### config.mk
export PLATFORM = sky130hd
export DESIGN_NAME = blink
export DESIGN_NICKNAME = d
export VERILOG_FILES = /design/src/rtl/blink_pkg.sv /design/src/rtl/blink_pwm.sv /design/src/rtl/blink.sv
export SDC_FILE = /design/constraint.sdc
export NUM_CORES = 1
export LEC_CHECK = 0
export CAP_MARGIN = 5
export CORE_UTILIZATION = 50
export CTS_BUF_LIST = sky130_fd_sc_hd__clkbuf_8
export CTS_CLUSTER_SIZE = 30
export DETAILED_ROUTE_END_ITERATION = 8
export PLACE_DENSITY_LB_ADDON = 0.2
export SLEW_MARGIN = 20
export SYNTH_ARGS = -nofsm -noshare
export SYNTH_HDL_FRONTEND = slang
export SYNTH_SLANG_ARGS = --single-unit
### constraint.sdc
create_clock -name clk -period 2.25 [get_ports clk]
set_input_delay 0.225 -clock clk [delete_from_list [all_inputs] [get_ports clk]]
set_output_delay 0.225 -clock clk [all_outputs]
set_load 0.02 [all_outputs]
### src/rtl/blink_pkg.sv
// Shared constants and helpers for the blink RGB blinker.
// Default counter tap positions and a max-of-three used to size the counter.
package blink_pkg;

  localparam int R_BIT_DEF = 22;
  localparam int G_BIT_DEF = 23;
  localparam int B_BIT_DEF = 24;
  localparam int D_BIT_DEF = 4;

  function automatic int max3(
    input int a,
    input int b,
    input int c
  );
    int m;
    m = a;
    if (b > m) m = b;
    if (c > m) m = c;
    return m;
  endfunction

endpackage

### src/rtl/blink_pwm.sv
// One LED channel: gate with optional PWM dimming, registered output.
// Dimming comparator is compiled in only when BLINK_DIM_EN is defined.
module blink_pwm
  import blink_pkg::*;
#(
  parameter int d_bit = D_BIT_DEF
) (
  input  logic             clk,
  input  logic             rst,
  input  logic             gate,
  input  logic [d_bit-1:0] duty,
  input  logic [d_bit-1:0] phase,
  output logic             led
);

  logic nxt;

`ifdef BLINK_DIM_EN
  always_comb begin
    nxt = gate & (phase < duty);
  end
`else
  logic unused_pwm;

  assign unused_pwm = ^{duty, phase};

  always_comb begin
    nxt = gate;
  end
`endif

  always_ff @(posedge clk or negedge rst) begin
    if (!rst) begin
      led <= 1'b0;
    end else begin
      led <= nxt;
    end
  end

endmodule

### src/rtl/blink.sv
// Free-running counter driving three blinking (optionally dimmed) LEDs.
// Define BLINK_DIM_EN to build in PWM dimming; default build is plain blink.
module blink
  import blink_pkg::*;
#(
  parameter int r_bit = R_BIT_DEF,
  parameter int g_bit = G_BIT_DEF,
  parameter int b_bit = B_BIT_DEF,
  parameter int d_bit = D_BIT_DEF
) (
  input  logic clk,
  input  logic rst,
  output logic led_r,
  output logic led_g,
  output logic led_b
);

  localparam int CNT_W = max3(r_bit, g_bit, b_bit) + 1;
  localparam logic [CNT_W-1:0] ONE = CNT_W'(1);

  // Duty field sits directly below each gate bit and must not overlap phase.
  if (d_bit < 1 ||
      r_bit < 2 * d_bit ||
      g_bit < 2 * d_bit ||
      b_bit < 2 * d_bit) begin : g_bad_param
    $error("blink: illegal r_bit/g_bit/b_bit/d_bit combination");
  end

  logic [CNT_W-1:0] count;
  logic [d_bit-1:0] phase;
  logic             unused_count;

  assign phase        = count[d_bit-1:0];
  assign unused_count = ^count;

  always_ff @(posedge clk or negedge rst) begin
    if (!rst) begin
      count <= '0;
    end else begin
      count <= count + ONE;
    end
  end

  blink_pwm #(
    .d_bit(d_bit)
  ) u_pwm_r (
    .clk  (clk),
    .rst  (rst),
    .gate (count[r_bit]),
    .duty (count[r_bit-1 -: d_bit]),
    .phase(phase),
    .led  (led_r)
  );

  blink_pwm #(
    .d_bit(d_bit)
  ) u_pwm_g (
    .clk  (clk),
    .rst  (rst),
    .gate (count[g_bit]),
    .duty (count[g_bit-1 -: d_bit]),
    .phase(phase),
    .led  (led_g)
  );

  blink_pwm #(
    .d_bit(d_bit)
  ) u_pwm_b (
    .clk  (clk),
    .rst  (rst),
    .gate (count[b_bit]),
    .duty (count[b_bit-1 -: d_bit]),
    .phase(phase),
    .led  (led_b)
  );

endmodule

==> impl_metrics.env, run 1 <==
# implementation run metrics
export IMPL_status="completed"
export IMPL_powerClk_uw=384
export IMPL_postCtsSetupBuffers=0
export IMPL_routabilityCongestion=0.737
export IMPL_cts_num_sinks=28
export IMPL_async_reset_ff_share_pct=100
export IMPL_fmax_ghz=0.648
export IMPL_mostFrequentLayoutCells="dfrtp_1, xnor2_1, nand3_1"
export IMPL_grt_usage_pct=17.3
export IMPL_worstReg2RegEnd="count[24]"
export IMPL_antenna_found_initial=0
export IMPL_ys_sh_aoi_pct=0
export IMPL_worstPathMaxFanout=8
export IMPL_ant_nets=0
export IMPL_openroad_warnings=26
export IMPL_fill_cells=183
export IMPL_power_uw=899
export IMPL_largest_reg_flops=25
export IMPL_max_stage_delay_ns=0.48
export IMPL_maxSlewHeadroom_pct=67.9
export IMPL_synth_xor_area_share_pct=17.3
export IMPL_top_area_cell="dfrtp_1"
export IMPL_grt_pass1_wl_um=3220
export IMPL_cp_endpoint="count[24]"
export IMPL_fp_util_pct=52.7
export IMPL_fp_coreArea_um2=2210
export IMPL_power_frac_clock_pct=42.7
==> run_1/m1.png <==
Bar = 20 µm. Supply wires on this layer in gray.
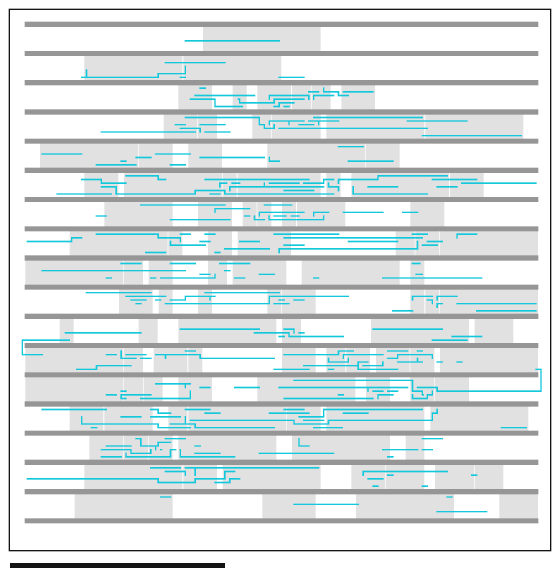
longest straight run: 13.8 µm
nets with wire on the layer: 99
wire length on this layer: 868 µm
main direction: horizontal
share of all routed wire: 50%
met1 Track Usage GR: 24.0%
vias after detailed routing: 697

==> run_1/sizing.png <==
Bar = 20 µm.
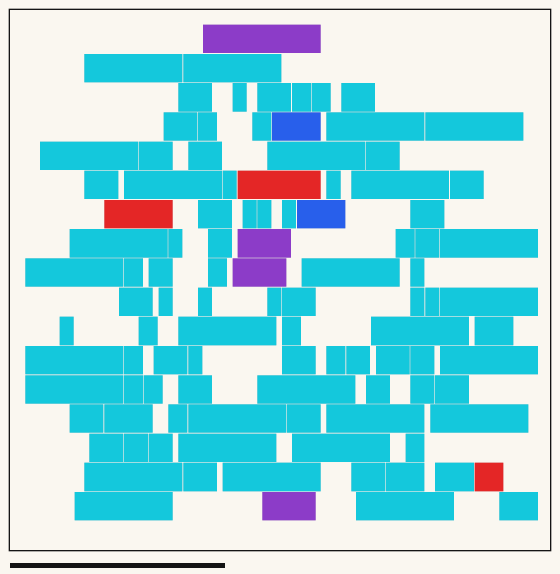
legend:
  red:
    size: x3 and x4
    cells: 3
    share: 2.9%
  purple:
    size: x6 and larger
    cells: 4
    share: 3.8%
    most_used: clkbuf_8
  blue:
    size: x2
    cells: 2
    share: 1.9%
  cyan:
    size: x1 and smaller
    cells: 95
    share: 91%
    most_used: dfrtp_1

==> run_1/placed.png <==
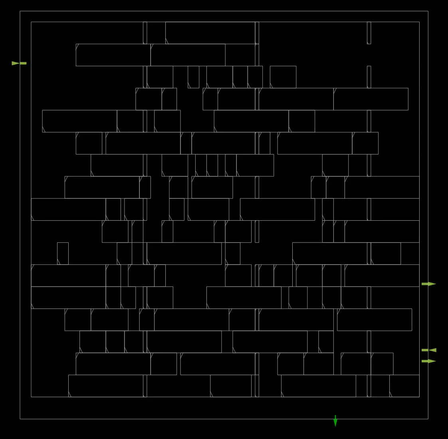
Site Rows: 17
FFs & Latches: 28
n_taps: 28

==> run_1/route_heat.png <==
Bar = 20 µm. 10 x 10 tiles, from dark purple (low) to yellow (high), scaled to the fullest tile. Values are wire area over tile area, all layers added.
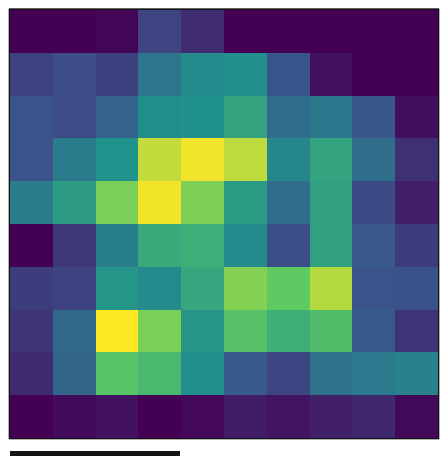
nearly empty tiles: 13%
emptiest ninth of the die: north-east
fullest tile: 0.30
densest ninth of the die: center
tiles over half the peak: 28%

==> run_1/clock_wires.png <==
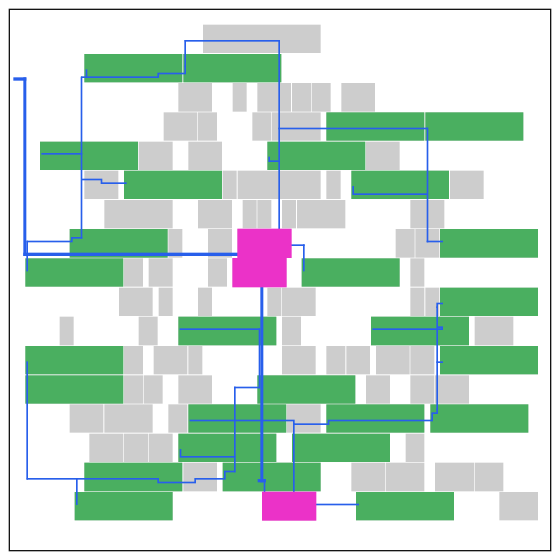

==> run 1 -> run 2 <==
clock period = 1.3 ns   (was 2.25 ns; I/O delays follow)
==> run_2/clock_wires.png <==
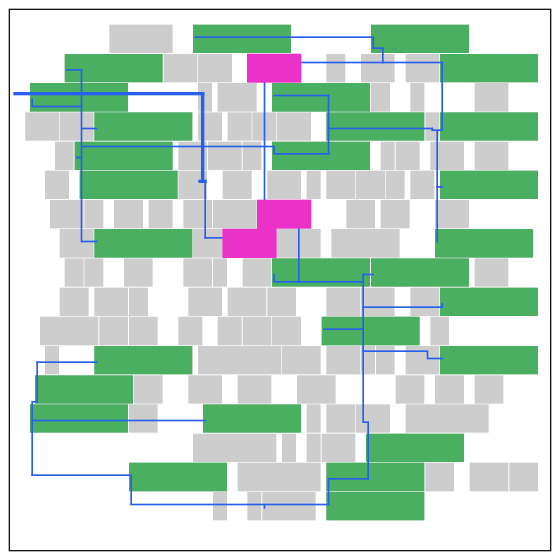
legend:
  green:
    item: flip-flops
    count: 28
  magenta:
    item: clock-net drivers
    count: 3
  blue:
    item: clock wires
    length: 297 µm
routed clock nets: 4
Clk power: 523 µW
worst-skew pair later-pin latency: 0.26 ns

==> run_2/m1.png <==
Bar = 20 µm. Supply wires on this layer in gray.
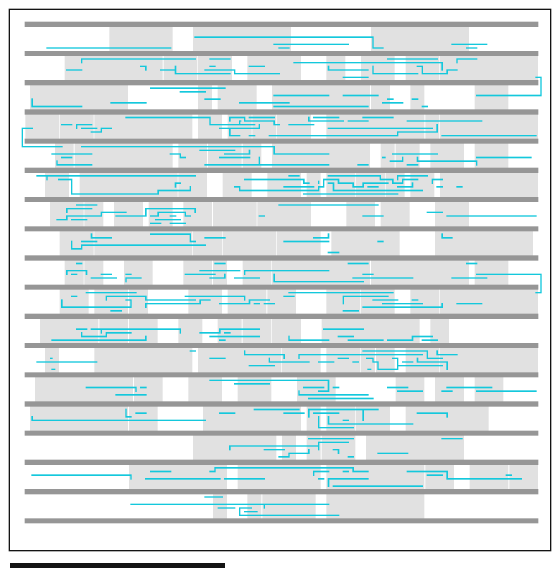
share of all routed wire: 49%
nets with wire on the layer: 122

==> run 2 against run 1 <==
  * Final cell count up 22%
  * Clock power increased by 36%
  * Combinational power increased by 75%
  * Sequential power up 73%
  * Sequential share of layout area shrank 9.2 points
  * Fmax increased by 17%
  * The flow now finishes with violations (setup timing)
==> impl_metrics.env, run 2 <==
# implementation run metrics
export IMPL_fin_ws_ns=-0.0233
export IMPL_sequential_cell_total=28
export IMPL_violations="setup timing"
export IMPL_power_mw=1.41
export IMPL_status="complete, but fails checks"
export IMPL_grt_pass1_wl_um=3270
export IMPL_cts_num_sinks=28
export IMPL_rows=17
export IMPL_cp_endpoint="count[11]"
export IMPL_maxSlewHeadroom_pct=76.9
export IMPL_n_tap_cell=28
export IMPL_max_stage_delay_ns=0.36
export IMPL_async_reset_ff_share_pct=100
export IMPL_num_vias=797
export IMPL_fp_coreArea_um2=2210
export IMPL_routabilityCongestion=0.704
export IMPL_power_frac_clock_pct=37.0
export IMPL_ys_sh_aoi_pct=0
export IMPL_antenna_found_initial=0
export IMPL_largest_reg_flops=25
export IMPL_ant_nets=0
export IMPL_synth_xor_area_share_pct=17.3
export IMPL_p_leak_nw=0.794
export IMPL_worstPathMaxFanout=5
export IMPL_flop_cell="dfrtp_1"
export IMPL_postCtsSetupBuffers=2
export IMPL_worstReg2RegEnd="count[11]"
export IMPL_cts_reportedPaths_clkPinSlew_ns=0.09
export IMPL_mostFrequentLayoutCells="dfrtp_1, buf_4, xnor2_1"
export IMPL_syn_to_final_growth_pct=36.8
export IMPL_p_int_mw=1.15
export IMPL_setup_violations=5
export IMPL_grt_util_met1_pct=22.2
export IMPL_fmax_ghz=0.756
export IMPL_fill_cells=167
Power figures rest on the tool's default switching activity, not on a simulated workload.
